===== src/rtl/shift_pkg.sv =====
// Shared constants for the shift sequencer.
// Holds the command opcode encodings, the FSM state encodings and a small
// helper that classifies opcodes as shift-type (counted) or single-cycle.
package shift_pkg;

    // Command opcodes presented on cmd_op.
    typedef enum logic [2:0] {
        OP_LOAD  = 3'd0,
        OP_CLEAR = 3'd1,
        OP_SHL   = 3'd2,
        OP_SHR   = 3'd3,
        OP_ROL   = 3'd4,
        OP_ROR   = 3'd5,
        OP_ASR   = 3'd6,
        OP_SIN   = 3'd7
    } op_e;

    // Sequencer states.
    typedef enum logic [1:0] {
        S_IDLE = 2'd0,
        S_EXEC = 2'd1,
        S_DONE = 2'd2
    } state_e;

    // True for opcodes that consume a shift count (everything but LOAD/CLEAR).
    function automatic logic is_shift_op(input op_e op);
        return (op != OP_LOAD) && (op != OP_CLEAR);
    endfunction

endpackage


===== src/rtl/shift_cnt.sv =====
// Down-counter tracking the remaining shift cycles of a command.
// Ports:
//   clk        - clock, rising edge
//   reset      - synchronous active-high reset, clears the count
//   load_i     - load load_val_i (takes priority over dec_i)
//   load_val_i - value to load
//   dec_i      - decrement by one (ignored when already zero)
//   cnt_o      - current count
//   zero_o     - count is zero
module shift_cnt #(
    parameter int AW = 3
) (
    input  logic          clk,
    input  logic          reset,
    input  logic          load_i,
    input  logic [AW-1:0] load_val_i,
    input  logic          dec_i,
    output logic [AW-1:0] cnt_o,
    output logic          zero_o
);

    logic [AW-1:0] cnt_q;
    logic [AW-1:0] cnt_d;

    // Next-count selection: load, saturating decrement, or hold.
    always_comb begin
        cnt_d = cnt_q;
        if (load_i) begin
            cnt_d = load_val_i;
        end else if (dec_i && (cnt_q != {AW{1'b0}})) begin
            cnt_d = cnt_q - {{(AW-1){1'b0}}, 1'b1};
        end else begin
            cnt_d = cnt_q;
        end
    end

    // Count register with synchronous reset.
    always_ff @(posedge clk) begin
        if (reset) begin
            cnt_q <= {AW{1'b0}};
        end else begin
            cnt_q <= cnt_d;
        end
    end

    assign cnt_o  = cnt_q;
    assign zero_o = (cnt_q == {AW{1'b0}});

endmodule


===== src/rtl/shift_seq.sv =====
// Command sequencer driving an external shift register that has no hold mode.
// The register contents come back on q; every cycle the block either reloads
// q (hold), loads new data, or selects a shift direction and fill bit.
// Ports:
//   clk, reset            - clock and synchronous active-high reset
//   cmd_valid/cmd_ready   - command handshake (accepted when both high)
//   cmd_op/cmd_amt/cmd_data - opcode, shift count, load value
//   sin                   - serial fill bit for SIN
//   q                     - downstream register contents (fed back)
//   parallel/right/L/R/DATA - downstream register controls
//   busy/done             - command in progress / one-cycle completion pulse
module shift_seq
    import shift_pkg::*;
#(
    parameter int W  = 4,
    parameter int AW = $clog2(W + 1)
) (
    input  logic          clk,
    input  logic          reset,
    input  logic          cmd_valid,
    output logic          cmd_ready,
    input  logic [2:0]    cmd_op,
    input  logic [AW-1:0] cmd_amt,
    input  logic [W-1:0]  cmd_data,
    input  logic          sin,
    input  logic [W-1:0]  q,
    output logic          parallel,
    output logic          right,
    output logic          L,
    output logic          R,
    output logic [W-1:0]  DATA,
    output logic          busy,
    output logic          done
);

    state_e        state_q;
    op_e           op_q;
    logic [W-1:0]  data_q;

    logic          accept_s;
    logic [AW-1:0] amt_clamped_s;
    logic [AW-1:0] cnt_s;
    logic          cnt_zero_s;
    logic          shift_op_s;
    logic          dec_s;
    logic          last_exec_s;

    assign cmd_ready     = (state_q == S_IDLE);
    assign busy          = (state_q != S_IDLE);
    assign done          = (state_q == S_DONE);
    assign accept_s      = cmd_valid && cmd_ready;
    assign amt_clamped_s = (cmd_amt > AW'(W)) ? AW'(W) : cmd_amt;
    assign shift_op_s    = is_shift_op(op_q);

    // A shift op with a zero count sits in EXEC for one hold cycle only.
    assign dec_s       = (state_q == S_EXEC) && shift_op_s && !cnt_zero_s;
    assign last_exec_s = !shift_op_s || cnt_zero_s ||
                         (cnt_s == {{(AW-1){1'b0}}, 1'b1});

    shift_cnt #(.AW(AW)) u_cnt (
        .clk        (clk),
        .reset      (reset),
        .load_i     (accept_s),
        .load_val_i (amt_clamped_s),
        .dec_i      (dec_s),
        .cnt_o      (cnt_s),
        .zero_o     (cnt_zero_s)
    );

    // Sequencer FSM and command latch; reset wins over a same-edge accept.
    always_ff @(posedge clk) begin
        if (reset) begin
            state_q <= S_IDLE;
            op_q    <= OP_LOAD;
            data_q  <= {W{1'b0}};
        end else begin
            case (state_q)
                S_IDLE: begin
                    if (accept_s) begin
                        op_q    <= op_e'(cmd_op);
                        data_q  <= cmd_data;
                        state_q <= S_EXEC;
                    end
                end
                S_EXEC: begin
                    if (last_exec_s) begin
                        state_q <= S_DONE;
                    end
                end
                S_DONE: begin
                    state_q <= S_IDLE;
                end
                default: begin
                    state_q <= S_IDLE;
                end
            endcase
        end
    end

    // Downstream register controls; the default is a parallel reload of q (hold).
    always_comb begin
        parallel = 1'b1;
        right    = 1'b0;
        L        = 1'b0;
        R        = 1'b0;
        DATA     = q;
        if (state_q == S_EXEC) begin
            case (op_q)
                OP_LOAD:  DATA = data_q;
                OP_CLEAR: DATA = {W{1'b0}};
                default: begin
                    if (!cnt_zero_s) begin
                        parallel = 1'b0;
                        case (op_q)
                            OP_SHL: begin right = 1'b0; R = 1'b0;   end
                            OP_SHR: begin right = 1'b1; L = 1'b0;   end
                            OP_ROL: begin right = 1'b0; R = q[W-1]; end
                            OP_ROR: begin right = 1'b1; L = q[0];   end
                            OP_ASR: begin right = 1'b1; L = q[W-1]; end
                            OP_SIN: begin right = 1'b1; L = sin;    end
                            default: begin right = 1'b0; end
                        endcase
                    end else begin
                        parallel = 1'b1;
                    end
                end
            endcase
        end else begin
            DATA = q;
        end
    end

endmodule


===== config.mk =====
export PLATFORM = sky130hd
export DESIGN_NAME = shift_seq
export DESIGN_NICKNAME = d
export VERILOG_FILES = /design/src/rtl/shift_pkg.sv /design/src/rtl/shift_cnt.sv /design/src/rtl/shift_seq.sv
export SDC_FILE = /design/constraint.sdc
export NUM_CORES = 1
export LEC_CHECK = 0
export CAP_MARGIN = 20
export CORE_UTILIZATION = 45
export CTS_BUF_LIST = sky130_fd_sc_hd__clkbuf_2
export DETAILED_ROUTE_END_ITERATION = 8
export PLACE_DENSITY = 0.79
export SETUP_SLACK_MARGIN = 0.1
export SYNTH_ARGS = -nofsm -noshare
export SYNTH_HDL_FRONTEND = slang
export SYNTH_SLANG_ARGS = --single-unit

===== constraint.sdc =====
create_clock -name clk -period 1.9 [get_ports clk]
set_clock_uncertainty 0.05 [all_clocks]
set_input_delay 0.19 -clock clk [delete_from_list [all_inputs] [get_ports clk]]
set_output_delay 0.19 -clock clk [all_outputs]
set_load 0.03 [all_outputs]

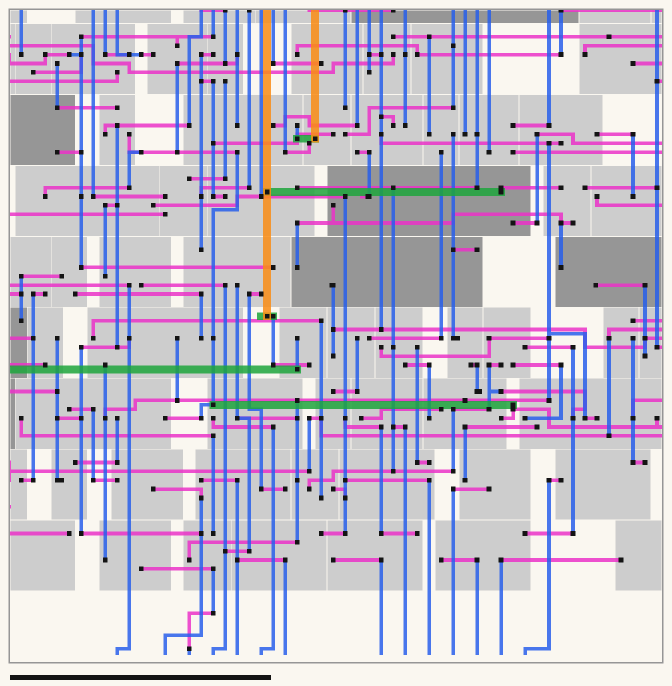
*Zoomed window*
The bar under the picture is 10 um long. Region (9, 0) to (34, 25) um. Cells in gray, sequential cells in the stronger gray; small squares are vias.
[metal 4] orange
[metal 3] green
[metal 1] magenta
[metal 2] blue
cells with their middle in the window: 53
sequential cells in the window: 3
most frequent: clkdlybuf4s50_1 (8), buf_4 (8), nand2_1 (7)

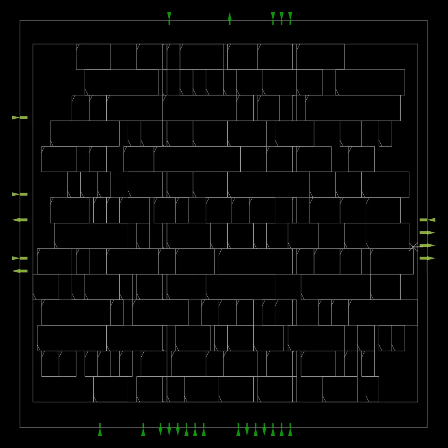
*Placed standard cells*
Seq Cell Count: 12
Core Region: 1560 um^2
final standard cell count with taps included and fillers excluded: 148
number of tap cells added at floorplan: 16

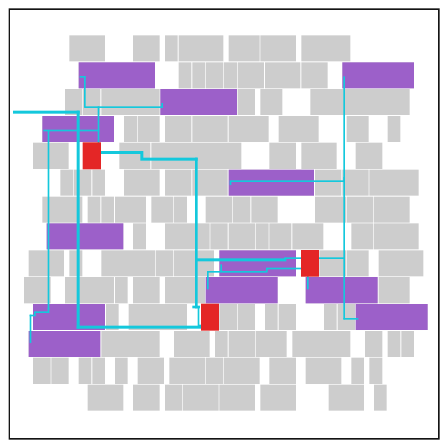
*Clock network drawn from the DEF*
[clock drivers] red | count: 3
[clock wires] cyan | length: 185 um
[flip-flops] purple | count: 12
routed clock nets: 4

==> results.txt <==
Physical design

Of the cells placed in the final design, the portion with a size suffix greater than 1 is 0.364. The checks that failed: design-rule violations. OpenROAD emitted warnings numbering 31. The gate count after technology mapping stands at 97.

The worst setup path is captured at an output port. The first-pass iteration count of the detailed router stands at 6. In this run, placement finished with an instance count of between 100 and 150. The area added between synthesis and finish stands at 55.7%. The finished layout reports a core utilization of 0.767.

The count of port buffers added during placement stands at 28. Prior to clock tree synthesis, the placed netlist has a worst setup slack of between 90 and 100 ps. Setup repair after global routing could not meet its margin everywhere.

The run finished, with violations left. Per the synthesis report, the adder-cell share of the synthesized area is 0.0489. The level count of the clock H-tree stands at 1.

At the end of the flow, the number of nets in the layout was between 150 and 200. The post-route DRC violation count stands at 2. The clock tree has to reach 12 sinks. The overall power stands at roughly 0.68 mW.

The synthesized chip area reported by yosys stands at 768 um^2. The routed design shows a via density per instance of 5.59. The synth_stat.txt file lists the number of cells as 97.

In this run, CTS created clock tree buffers numbering 3. The violation tally recorded at the end of detailed-routing iteration 0 is 19. In this run, post-CTS repair resized a total of 11 instances.

Per the timing report, the achievable frequency comes out to 565 MHz.
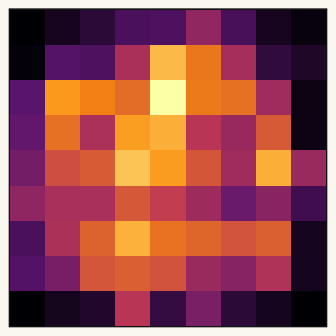
*Wire density map*
9 x 9 tiles, from black (low) to pale yellow (high), scaled to the fullest tile. Values are wire area over tile area, all layers added.
fullest tile: 0.45
nearly empty tiles: 4.9%
densest ninth of the die: center
mean over tiles: 0.18
tiles over half the peak: 36%

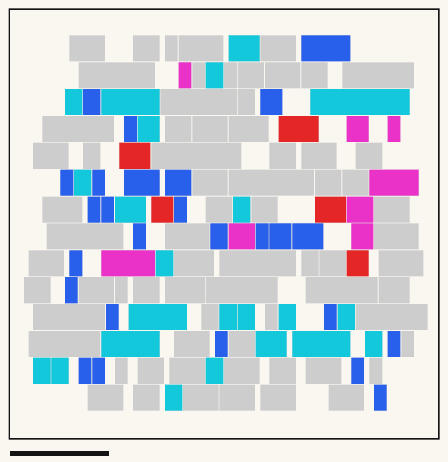
*Logic cells by family*
The bar under the picture is 10 um long.
[inverting AOI/OAI gates] cyan | cells: 23 | most used: a21oi_1 | where: widely spread
[NOR gates] magenta | cells: 8
[NAND gates] blue | cells: 26 | most used: nand2_1
[AND and OR gates] red | cells: 5
most instantiated logic cell after routing: sky130_fd_sc_hd__nand2_1
Comb/total area: 0.428

## flip-flops by register name, summed over array words and instances (netlist names)
register and cells:
data_q 4, op_q 3, state_q 2, u_cnt.cnt_o 3
## cells by family after synthesis
logic type,count (synthesis)
mux,1
compound gates,25
fa+ha+maj,3
simple gates,39
buf+inv,17
flops,12
## layout make-up
type,count,share of cell area
inverters,8,0.0251
well taps,16,0.0167
multi-input cells,68,0.428
repair buffers,41,0.310
flip-flops and latches,12,0.208
clock buffers,3,0.0126
## synthesized netlist by cell type, drive strengths merged
cell type	instances
nand3	3
mux2	1
a21oi	11
ha	3
a2111oi	1
nand3b	1
or3b	1
a31oi	1
nor3b	2
o2111ai	1
a311o	1
nand2	18
nand2b	3
dfxtp	12
nand4	1
o211a	1
and4	2
nor2b	2
inv	8
or2	2
clkbuf	2
o41ai	5
nor2	3
nor4b	1
buf	7
o21ai	4
## metal layers
metal	vias up	routed length, um	global-route usage
met5	-	0	0
met4	0	51	0.113
met3	7	81	0.0638
met2	16	1120	0.445
met1	398	897	0.281
li1	407	-	-
## worst paths after layout
path / start / to / slack, ps / cells after the start
hold reg to reg: data_q[1] / data_q[1] / 410 / 2
hold / removal: cmd_data[1] / data_q[1] / 400 / 3
setup / recovery: op_q[1] / DATA[2] / 130 / 4
setup reg to reg: u_cnt.cnt_o[1] / u_cnt.cnt_o[0] / 380 / 7
## critical path, delay by kind of cell, from the launching register on
family | cells | cell delay (ps)
buffers and inverters | 2 | 390
AND-OR/OR-AND | 1 | 250
AND/OR/NAND/NOR | 1 | 260
flip-flops | 1 | 360
## power breakdown
part	switching (mW)	internal (mW)	leakage, nW
Combinational	0.134	0.136	0.389
Sequential	0.0182	0.270	0.101
Clock	0.0839	0.0430	0.0125
Power is estimated from default activity; no workload was simulated.
